<file path="src/rtl/mesh_router.sv">
// Five-port XY mesh router: per-input FIFOs, dimension-ordered routing,
// off-mesh drop, and per-output round-robin arbitration into one-entry output registers.
module mesh_router #(
  parameter int X_COORD    = 0,
  parameter int Y_COORD    = 0,
  parameter int MESH_X     = 2,
  parameter int MESH_Y     = 2,
  parameter int COORD_W    = 2,
  parameter int DATA_W     = 7,
  parameter int FIFO_DEPTH = 4,
  localparam int FLIT_W    = 2*COORD_W + DATA_W
) (
  input  logic                clock,
  input  logic                reset,
  input  logic [5*FLIT_W-1:0] in_data,
  input  logic [4:0]          in_valid,
  output logic [4:0]          in_ready,
  output logic [5*FLIT_W-1:0] out_data,
  output logic [4:0]          out_valid,
  input  logic [4:0]          out_ready,
  output logic                drop_pulse
);

  localparam int PTR_W = $clog2(FIFO_DEPTH);
  localparam int CNT_W = PTR_W + 1;

  localparam logic [2:0] P_LOCAL = 3'd0;
  localparam logic [2:0] P_NORTH = 3'd1;
  localparam logic [2:0] P_EAST  = 3'd2;
  localparam logic [2:0] P_SOUTH = 3'd3;
  localparam logic [2:0] P_WEST  = 3'd4;

  // Input FIFO state
  logic [FLIT_W-1:0] r_mem      [5][FIFO_DEPTH];
  logic [PTR_W-1:0]  r_rd_ptr   [5];
  logic [PTR_W-1:0]  r_wr_ptr   [5];
  logic [CNT_W-1:0]  r_count    [5];
  logic [4:0]        r_full;

  // Output registers and arbitration state
  logic [FLIT_W-1:0] r_out_data [5];
  logic [4:0]        r_out_vld;
  logic [2:0]        r_last     [5];
  logic              r_drop;

  logic [FLIT_W-1:0] w_head     [5];
  logic [4:0]        w_head_vld;
  logic [4:0]        w_is_drop;
  logic [4:0]        w_drop_pop;
  logic [4:0]        w_push;
  logic [4:0]        w_pop;
  logic [CNT_W-1:0]  w_cnt_nxt  [5];
  logic [2:0]        w_route    [5];
  logic [4:0]        w_req      [5];
  logic [4:0]        w_gnt      [5];
  logic [2:0]        w_gnt_idx  [5];
  logic [4:0]        w_gnt_any;
  logic [4:0]        w_free;

  function automatic logic [2:0] xy_route(input logic [COORD_W-1:0] dx,
                                          input logic [COORD_W-1:0] dy);
    logic [2:0] dir;
    if (int'(dx) > X_COORD)      dir = P_EAST;
    else if (int'(dx) < X_COORD) dir = P_WEST;
    else if (int'(dy) > Y_COORD) dir = P_NORTH;
    else if (int'(dy) < Y_COORD) dir = P_SOUTH;
    else                         dir = P_LOCAL;
    return dir;
  endfunction

  function automatic logic off_mesh(input logic [COORD_W-1:0] dx,
                                    input logic [COORD_W-1:0] dy);
    return (int'(dx) >= MESH_X) || (int'(dy) >= MESH_Y);
  endfunction

  function automatic logic [2:0] rr_next(input logic [2:0] last, input int k);
    int n;
    n = (int'(last) + k) % 5;
    return n[2:0];
  endfunction

  always_comb begin
    for (int p = 0; p < 5; p++) begin
      w_head[p]     = r_mem[p][r_rd_ptr[p]];
      w_head_vld[p] = (r_count[p] != '0);
      w_is_drop[p]  = off_mesh(w_head[p][FLIT_W-1 -: COORD_W], w_head[p][DATA_W +: COORD_W]);
      w_route[p]    = xy_route(w_head[p][FLIT_W-1 -: COORD_W], w_head[p][DATA_W +: COORD_W]);
      w_push[p]     = in_valid[p] && !r_full[p];
    end
  end

  // Only one drop per cycle so every discarded flit gets its own pulse.
  always_comb begin
    w_drop_pop = '0;
    for (int p = 0; p < 5; p++)
      if (w_head_vld[p] && w_is_drop[p] && (w_drop_pop == '0))
        w_drop_pop[p] = 1'b1;
  end

  always_comb begin
    logic [2:0] cand;
    cand = '0;
    for (int o = 0; o < 5; o++) begin
      w_free[o]    = !r_out_vld[o] || out_ready[o];
      w_gnt[o]     = '0;
      w_gnt_idx[o] = r_last[o];
      w_gnt_any[o] = 1'b0;
      for (int p = 0; p < 5; p++)
        w_req[o][p] = w_head_vld[p] && !w_is_drop[p] && (w_route[p] == 3'(o));
      if (w_free[o]) begin
        for (int k = 1; k <= 5; k++) begin
          cand = rr_next(r_last[o], k);
          if (!w_gnt_any[o] && w_req[o][cand]) begin
            w_gnt_any[o] = 1'b1;
            w_gnt_idx[o] = cand;
            w_gnt[o]     = 5'b00001 << cand;
          end
        end
      end
    end
  end

  always_comb begin
    w_pop = w_drop_pop;
    for (int o = 0; o < 5; o++)
      w_pop = w_pop | w_gnt[o];
    for (int p = 0; p < 5; p++)
      w_cnt_nxt[p] = r_count[p] + CNT_W'(w_push[p]) - CNT_W'(w_pop[p]);
  end

  // Control state: pointers, occupancy, output registers, arbitration history
  always_ff @(posedge clock) begin
    if (reset) begin
      for (int p = 0; p < 5; p++) begin
        r_rd_ptr[p]   <= '0;
        r_wr_ptr[p]   <= '0;
        r_count[p]    <= '0;
        r_last[p]     <= 3'd4;
        r_out_data[p] <= '0;
      end
      r_full    <= '0;
      r_out_vld <= '0;
      r_drop    <= 1'b0;
    end else begin
      for (int p = 0; p < 5; p++) begin
        if (w_push[p]) r_wr_ptr[p] <= r_wr_ptr[p] + PTR_W'(1);
        if (w_pop[p])  r_rd_ptr[p] <= r_rd_ptr[p] + PTR_W'(1);
        r_count[p] <= w_cnt_nxt[p];
        r_full[p]  <= (w_cnt_nxt[p] == CNT_W'(FIFO_DEPTH));
      end
      for (int o = 0; o < 5; o++) begin
        if (w_gnt_any[o]) begin
          r_out_vld[o]  <= 1'b1;
          r_out_data[o] <= w_head[w_gnt_idx[o]];
          r_last[o]     <= w_gnt_idx[o];
        end else if (out_ready[o]) begin
          r_out_vld[o]  <= 1'b0;
        end
      end
      r_drop <= |w_drop_pop;
    end
  end

  // FIFO storage needs no reset; pointers define what is valid.
  always_ff @(posedge clock) begin
    for (int p = 0; p < 5; p++)
      if (w_push[p]) r_mem[p][r_wr_ptr[p]] <= in_data[p*FLIT_W +: FLIT_W];
  end

  always_comb begin
    out_data = '0;
    for (int o = 0; o < 5; o++)
      out_data[o*FLIT_W +: FLIT_W] = r_out_data[o];
  end

  assign in_ready   = ~r_full;
  assign out_valid  = r_out_vld;
  assign drop_pulse = r_drop;

endmodule
</file>
<file path="config.mk">
export PLATFORM = sky130hd
export DESIGN_NAME = mesh_router
export DESIGN_NICKNAME = d
export VERILOG_FILES = /design/src/rtl/mesh_router.sv
export SDC_FILE = /design/constraint.sdc
export NUM_CORES = 1
export LEC_CHECK = 0
export CAP_MARGIN = 10
export CORE_MARGIN = 2
export CORE_UTILIZATION = 50
export DETAILED_ROUTE_END_ITERATION = 10
export PLACE_DENSITY = 0.71
export SYNTH_ARGS = -nofsm -noshare
export SYNTH_HDL_FRONTEND = slang
export SYNTH_SLANG_ARGS = --single-unit
export TNS_END_PERCENT = 5
</file>
<file path="constraint.sdc">
create_clock -name clock -period 6.8 [get_ports clock]
set_clock_uncertainty 0.1 [all_clocks]
set_input_delay 1.36 -clock clock [delete_from_list [all_inputs] [get_ports clock]]
set_output_delay 1.36 -clock clock [all_outputs]
set_load 0.02 [all_outputs]
</file>
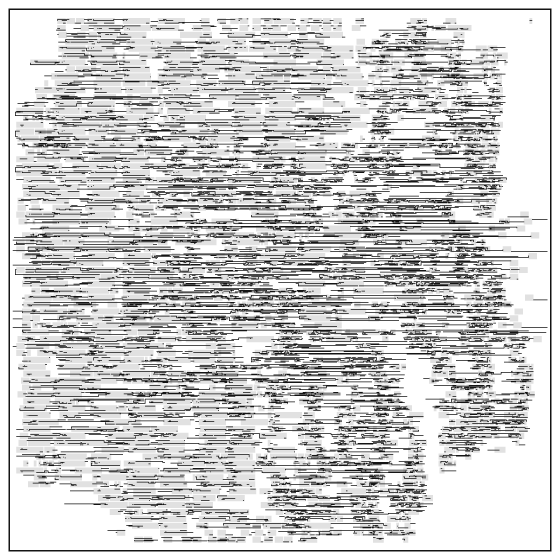
*Metal 1, run 1*
Cells faint in the background.
share of all routed wire: 40%
wire length on this layer: 25.8 mm
longest straight run: 66.2 um
nets with wire on the layer: 2100
via count: 17200
met1 demand-to-capacity share in global routing: 0.368
final wirelength: 64700 um

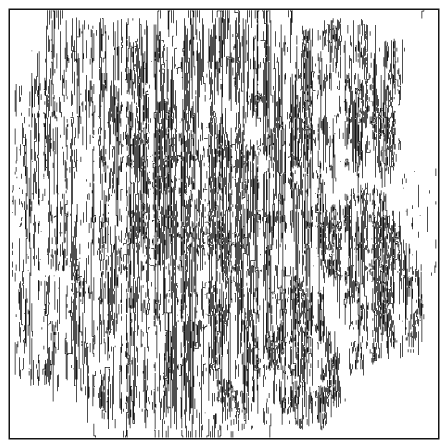
*Signal wires on met2, run 1*
share of all routed wire: 49%
main direction: vertical
nets with wire on the layer: 1957
wire length on this layer: 31.8 mm
global routing met2 resource utilization: 0.482

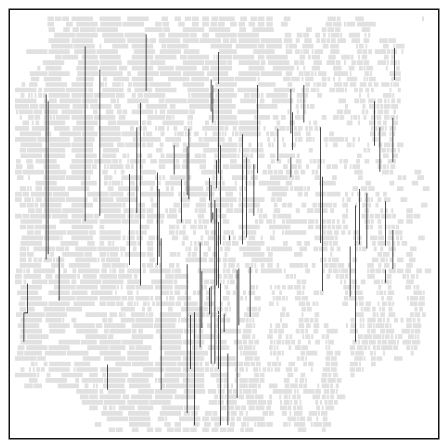
*Metal 4, run 1*
Cells faint in the background.
nets with wire on the layer: 55
longest straight run: 90.4 um
share of all routed wire: 3.6%

==> COMMIT_EDITMSG, run 1 <==
Add synthesis and place-and-route results

- The flow ran to the end, and the final reports show no timing, DRC or antenna violations.
* Critical path arrival: 6.87 ns
- In the per-layer breakdown of the detailed-route log, met1 shows 25800 um.
* Fp util: 0.505
- The via count of the first global-routing pass was 16800.
* Clock Sink Count: about 340
* Portion of netlist area occupied by mux cells: 0.125
- Once layout is complete, the utilization of the core stands at 0.588.
* Placement-stage worst setup slack: -0.156 ns
- Once layout is done, the placed cells without fillers occupy 25300 sq um.
* Tool Warnings: 88
- Placer congestion estimate: 0.974
- Post-detailed-placement cell area: 24100 sq um
- Setup slack closes at between 0.2 and 0.3 ns.
* Largest stage delay, worst path: 0.52 ns
- Area figure in the yosys stat output: 21700 sq um
- Per the timing report, the most critical flop-to-flop path originates at r_last[0][5].
- Grt ovf: 0
* Synth Area per Inst: 11.4 sq um
- Looking at the hold checks, the worst path lands on out_valid[3].
* Number of buffers inserted by hold repair at cts: 0
- Die x size: 212 um
* Half-perimeter wire length after placement: 49300 um
- The worst register-to-register path depth is 25.
- Per the final layout report, the fraction of cells sized above drive strength 1 comes to 0.155.
- Number of buffers created by CTS: 31
- The cell-mix breakdown from Yosys lists the adder-cell area share as 0.0681.
- Area Overhead vs Synth: 16.4%
- GR peak layer: met2
- Among all stages on the critical path, the largest delay is contributed by sky130_fd_sc_hd__or4bb_1.
- Num rows: 76
- Slew at the pin with the worst max-slew slack: between 1 and 1.5 ns
* Average wire per standard cell: about 24 um
- Setup repair after global routing could not meet its margin everywhere.
- Derived from the worst setup path, the maximum achievable clock frequency is around 0.15 GHz.
- The detailed router reports a met3 wire length of between 4000 and 5000 um.
* Total global routing track utilization: 0.283
- Data on the critical path is required at its endpoint by 7.17 ns.
* Hold path start: out_valid[3]
==> run 1: synthesized netlist by cell type (all sizes together) (27+ instances only) <==
cell type / n / share of area
xnor2: 39 / 0.016
clkbuf: 72 / 0.012
ha: 107 / 0.062
nor2b: 29 / 0.0084
o22ai: 31 / 0.0089
nand2b: 29 / 0.0084
nor2: 101 / 0.018
mux4: 72 / 0.075
buf: 27 / 0.0079
a211oi: 41 / 0.014
nor3: 42 / 0.0097
and2: 37 / 0.011
mux2: 30 / 0.016
nand3: 75 / 0.018
a21oi: 51 / 0.012
edfxtp: 310 / 0.43
inv: 105 / 0.018
nand2: 92 / 0.016
o21ai: 92 / 0.021
mux2i: 76 / 0.035
==> run 1: worst max-delay path by stage <==
stage | end | cells after the start | slack (ns) | start
global route | r_full[1] | 27 | -0.05 | r_last[0][7]
CTS | r_full[1] | 26 | 0.06 | r_last[0][7]
finish | r_full[3] | 25 | 0.29 | r_last[0][5]
floorplan | r_full[3] | 30 | -0.06 | r_last[0][3]
detailed placement | r_full[3] | 29 | -0.16 | r_last[0][3]
global placement | r_full[0] | 27 | 0.15 | r_last[0][3]
==> run 1: cell type report <==
cell class	instances	area (sq um)
fillers	3565	17700
well taps	585	732
clock buffers	40	810
multi-input cells	1359	11300
flip-flops and latches	335	9810
clock inverters	16	230
inverters	108	405
repair buffers	226	2020
==> run 1: through the flow <==
| stage | hold slack, ns | setup TNS [ns] |
|---|---|---|
| after floorplan | 0.419 | -0.0644 |
| after global placement | 0.362 | 0 |
| after detailed placement | 0.369 | -0.223 |
| after CTS | 0.380 | 0 |
| after global routing | 0.391 | -0.146 |
| final | 0.378 | 0 |
==> inputs of run 2 (changes only) <==
REMOVE_ABC_BUFFERS = 1   (was default)
TNS_END_PERCENT = default   (was 5)
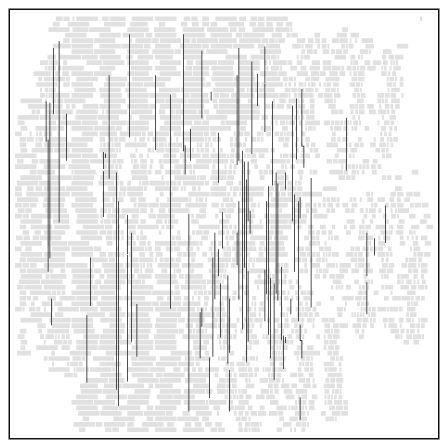
*Metal 4, run 2*
Cells faint in the background.
nets with wire on the layer: 66
main direction: vertical
via count: 17200
final wirelength: 63600 um

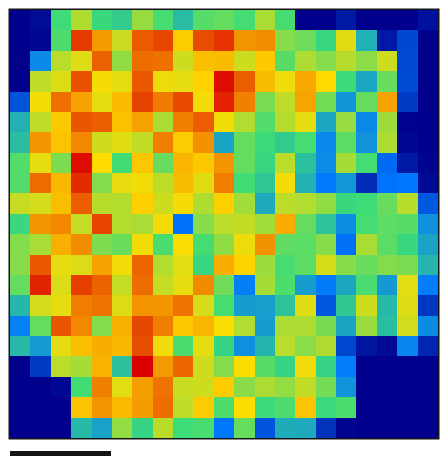
*Local utilization, run 2*
Bar = 50 um. 21 x 21 tiles, from dark blue (low) to red (high), 0 to 100% covered.
tiles over 75% full: 25%
mean over tiles: 55%
emptiest ninth of the die: bottom right

==> COMMIT_EDITMSG, run 2 <==
Add synthesis and place-and-route results

* Master of the slowest instance on the critical path: sky130_fd_sc_hd__a2111o_1
* Met1 demand-to-capacity share in global routing: 0.366 (-0.00193)
- Area of all sequential standard cells: 9810 sq um (unchanged)
- The detail-routed net length per standard cell was 23.8 um (-1.7%).
- Synth Area per Inst: 11.4 sq um (unchanged)
- Well-Tap Cells: 585 (unchanged)
- Signal buf overhead: 0.0777 (-0.00222)
- The TritonCTS buffer count is 34 (+9.7%).
- The global-route usage over all layers came to 0.280 (-0.00306).
- Non-clock buffers: 220 (-2.7%)
- Number of fillers in the final layout: 3501 (-1.8%)
- Multi-input logic area: 11300 sq um (+0.40%)
- CP Data Required Time: 7.12 ns (-0.05 ns)
- The area reported by Yosys stat was 21700 sq um (unchanged).
- Clock-cell share of area: 0.0454 (+0.00426)
* Worst hold-check slack: 0.375 ns (-0.00273 ns)
* Logic Gate Count: 1359 (unchanged)
- Commonest cells post-synth: sky130_fd_sc_hd__edfxtp_1, sky130_fd_sc_hd__ha_1, sky130_fd_sc_hd__inv_1, sky130_fd_sc_hd__nor2_1, sky130_fd_sc_hd__nand2_1
- Area Overhead vs Synth: 16.9%
* Fraction of area in multi-input gates: 0.446 (about the same)
- The cell area after placement was 24000 sq um (-0.31%).
* Tool Warnings: 85 (-3.4%)
- The most common cell in the synthesized netlist is sky130_fd_sc_hd__edfxtp_1.
* Placer congestion estimate: 0.976 (+0.19%)
- The fraction of layout cells with a size suffix above 1 came to 0.162 (+0.00728).
* Result of the run: finished, final reports clean
- The fraction of the core area covered by cells at the end of the flow was 0.591 (+0.00256).
- The cell row count came to 76 (unchanged).
- The total of hold buffers inserted after clock tree synthesis came to 0 (unchanged).
- The arrival time reported for the critical path endpoint came to 6.78 ns (-0.09 ns).
* Library cell with the largest summed area after synthesis: sky130_fd_sc_hd__edfxtp_1
[run 2: what timing repair did]
item	4_1_cts	5_1_grt
endpoints found under the setup margin	1	31
resized	1	52
pin swaps	0	5
setup buffers	0	3
[run 2: per-layer routing]
layer / vias to the layer above / routed length (um)
met5: - / 15
met4: 2 / 3000
met3: 178 / 4680
met2: 819 / 30600
met1: 8425 / 25300
li1: 7751 / -
[run 2: worst max-delay path, delay by kind of cell, from the launching register on]
kind / cells / cell delay, ns
buf+inv: 6 / 0.74
fa+ha+maj: 6 / 1.57
compound gates: 9 / 1.99
flops: 1 / 0.46
xor+xnor: 4 / 0.82
simple gates: 3 / 0.34
mux: 1 / 0.33
[run 2: how the worst max path moves through the flow]
stage                            start                end  slack (ns)  cells past startpoint
after floorplan           r_last[0][3]  r_out_data[0][23]       -1.52                     20
final                     r_last[0][4]          r_full[0]        0.34                     29
after detailed placement  r_last[0][4]          r_full[0]       -0.02                     29
after CTS                 r_last[0][7]          r_full[1]        0.03                     25
after global routing      r_last[0][3]          r_full[3]      -0.004                     28
after global placement    r_last[0][7]          r_full[1]        0.15                     25
[run 2: cells by family (layout without fill, tap and decap cells)]
group / count (synthesis) / after routing / share of synthesized area
simple gates: 556 / 556 / 0.138
mux: 178 / 178 / 0.125
fa+ha+maj: 114 / 114 / 0.0681
buf+inv: 207 / 389 / 0.0391
xor+xnor: 50 / 50 / 0.0202
flops: 335 / 335 / 0.452
other cells: 1 / 1 / 0.000173
compound gates: 460 / 460 / 0.157
==> inputs of run 3 (changes only) <==
ABC_AREA = 1   (was default)
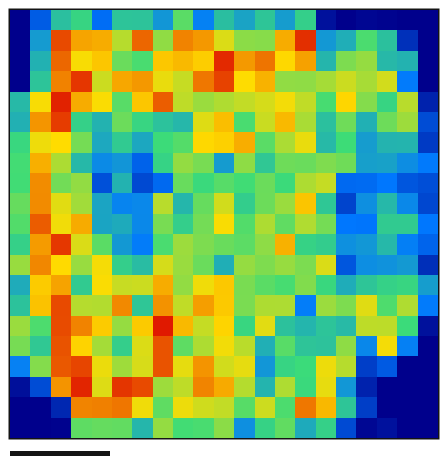
*Local utilization, run 3*
Bar = 50 um. 21 x 21 tiles, from dark blue (low) to red (high), 0 to 100% covered.
fullest tile: 97%
mean over tiles: 52%
tiles over 75% full: 19%
final core area utilization: 0.571
fp util: 0.509
area of the core: 43300 sq um

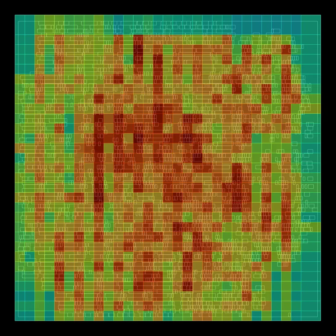
*Routing congestion, run 3*
GR met3 Demand/Resource: 0.0290
global routing met2 resource utilization: 0.479
total global routing track utilization: 0.279

==> COMMIT_EDITMSG, run 3 <==
Add synthesis and place-and-route results

- Result of the run: finished, final reports clean
- Launch point of the critical path: r_last[0][7]
- Largest combinational cell category by area: simple AND/OR/NAND/NOR gates
- The area reported by Yosys stat was 22000 sq um (+1.4%).
* Post-detailed-placement cell area: 23700 sq um (-1.3%)
- Library cell with the largest summed area after synthesis: sky130_fd_sc_hd__edfxtp_1
- Worst hold-check slack: 0.362 ns (-0.0132 ns)
* Adder Share, Synth: 0.0672 (-0.000917)
* Master of the slowest instance on the critical path: sky130_fd_sc_hd__edfxtp_1
- Portion of netlist area occupied by mux cells: 0 (-0.125)
- Tool Warnings: 85 (unchanged)
- Placer congestion estimate: 0.984 (+0.83%)
- The post-synthesis compound-gate area fraction is 0.0612 (-0.0959).
- The total of hold buffers inserted after clock tree synthesis was 0 (unchanged).
* Xor and xnor area share after synthesis: 0.0142 (-0.00601)
* Most frequently used cell type in the post-synthesis netlist: sky130_fd_sc_hd__nand2_1
- Yosys simple share: 0.324 (+0.185)
- The buffering stage count on the worst path with inverters included is 7 (+1).
- Number of buffers created by CTS: 34 (unchanged)
* Setup fix buffers added after clock tree synthesis: 0 (unchanged)
- Via count: 19200 (+12%)
* Num rows: 76 (unchanged)
- Critical path arrival: 6.47 ns (-0.31 ns)
- Yosys reports that the most numerous cell types are sky130_fd_sc_hd__nand2_1, sky130_fd_sc_hd__nand3_1, sky130_fd_sc_hd__inv_1, sky130_fd_sc_hd__edfxtp_1, sky130_fd_sc_hd__nor2_1.
- The cell family contributing the most delay on the critical path is simple AND/OR/NAND/NOR gates.
## run 3: area by class of cell
| cell class | count | area (sq um) | area share |
|---|---|---|---|
| clock inverters | 20 | 148 | 0.00598 |
| clock buffers | 38 | 887 | 0.0359 |
| inverters | 374 | 1410 | 0.0569 |
| repair buffers | 151 | 1450 | 0.0588 |
| multi-input cells | 1975 | 10300 | 0.416 |
| flip-flops and latches | 335 | 9810 | 0.397 |
| well taps | 585 | 732 | 0.0296 |
## run 3: repair_timing
action,in CTS,in global routing
endpoints found under the setup margin,0,6
endpoints found under the hold margin,0,0
gates resized,0,1
## run 3: worst register-to-register path, delay by kind of cell, from the launching register on
| kind | cells | cell delay [ns] |
|---|---|---|
| flip-flops | 1 | 0.53 |
| XOR/XNOR | 2 | 0.43 |
| buffers and inverters | 7 | 0.77 |
| AND/OR/NAND/NOR | 19 | 2.45 |
| adder cells (fa/ha/maj) | 6 | 1.76 |
## run 3: worst max path at each step
stage                        end  depth (start not counted)
6_report               r_full[1]                         34
5_1_grt                r_full[1]                         34
4_1_cts        r_out_data[0][27]                         29
3_5_place_dp   r_out_data[0][27]                         29
3_3_place_gp           r_full[4]                         33
2_1_floorplan  r_out_data[0][19]                         31
## run 3: metrics by stage
stage,util,cells
5_1_grt,0.571,3478
4_1_cts,0.571,3478
2_1_floorplan,-,2684
3_3_place_gp,0.547,3420
3_5_place_dp,0.547,3420
6_report,0.571,3478
## run 3: metal layers
layer / track usage / vias to the layer above / part of all wire
li1: - / 9324 / -
met1: 0.366 / 9019 / 0.41
met2: 0.479 / 746 / 0.48
met3: 0.0290 / 143 / 0.068
met4: 0.106 / 0 / 0.037
met5: 0 / - / 0
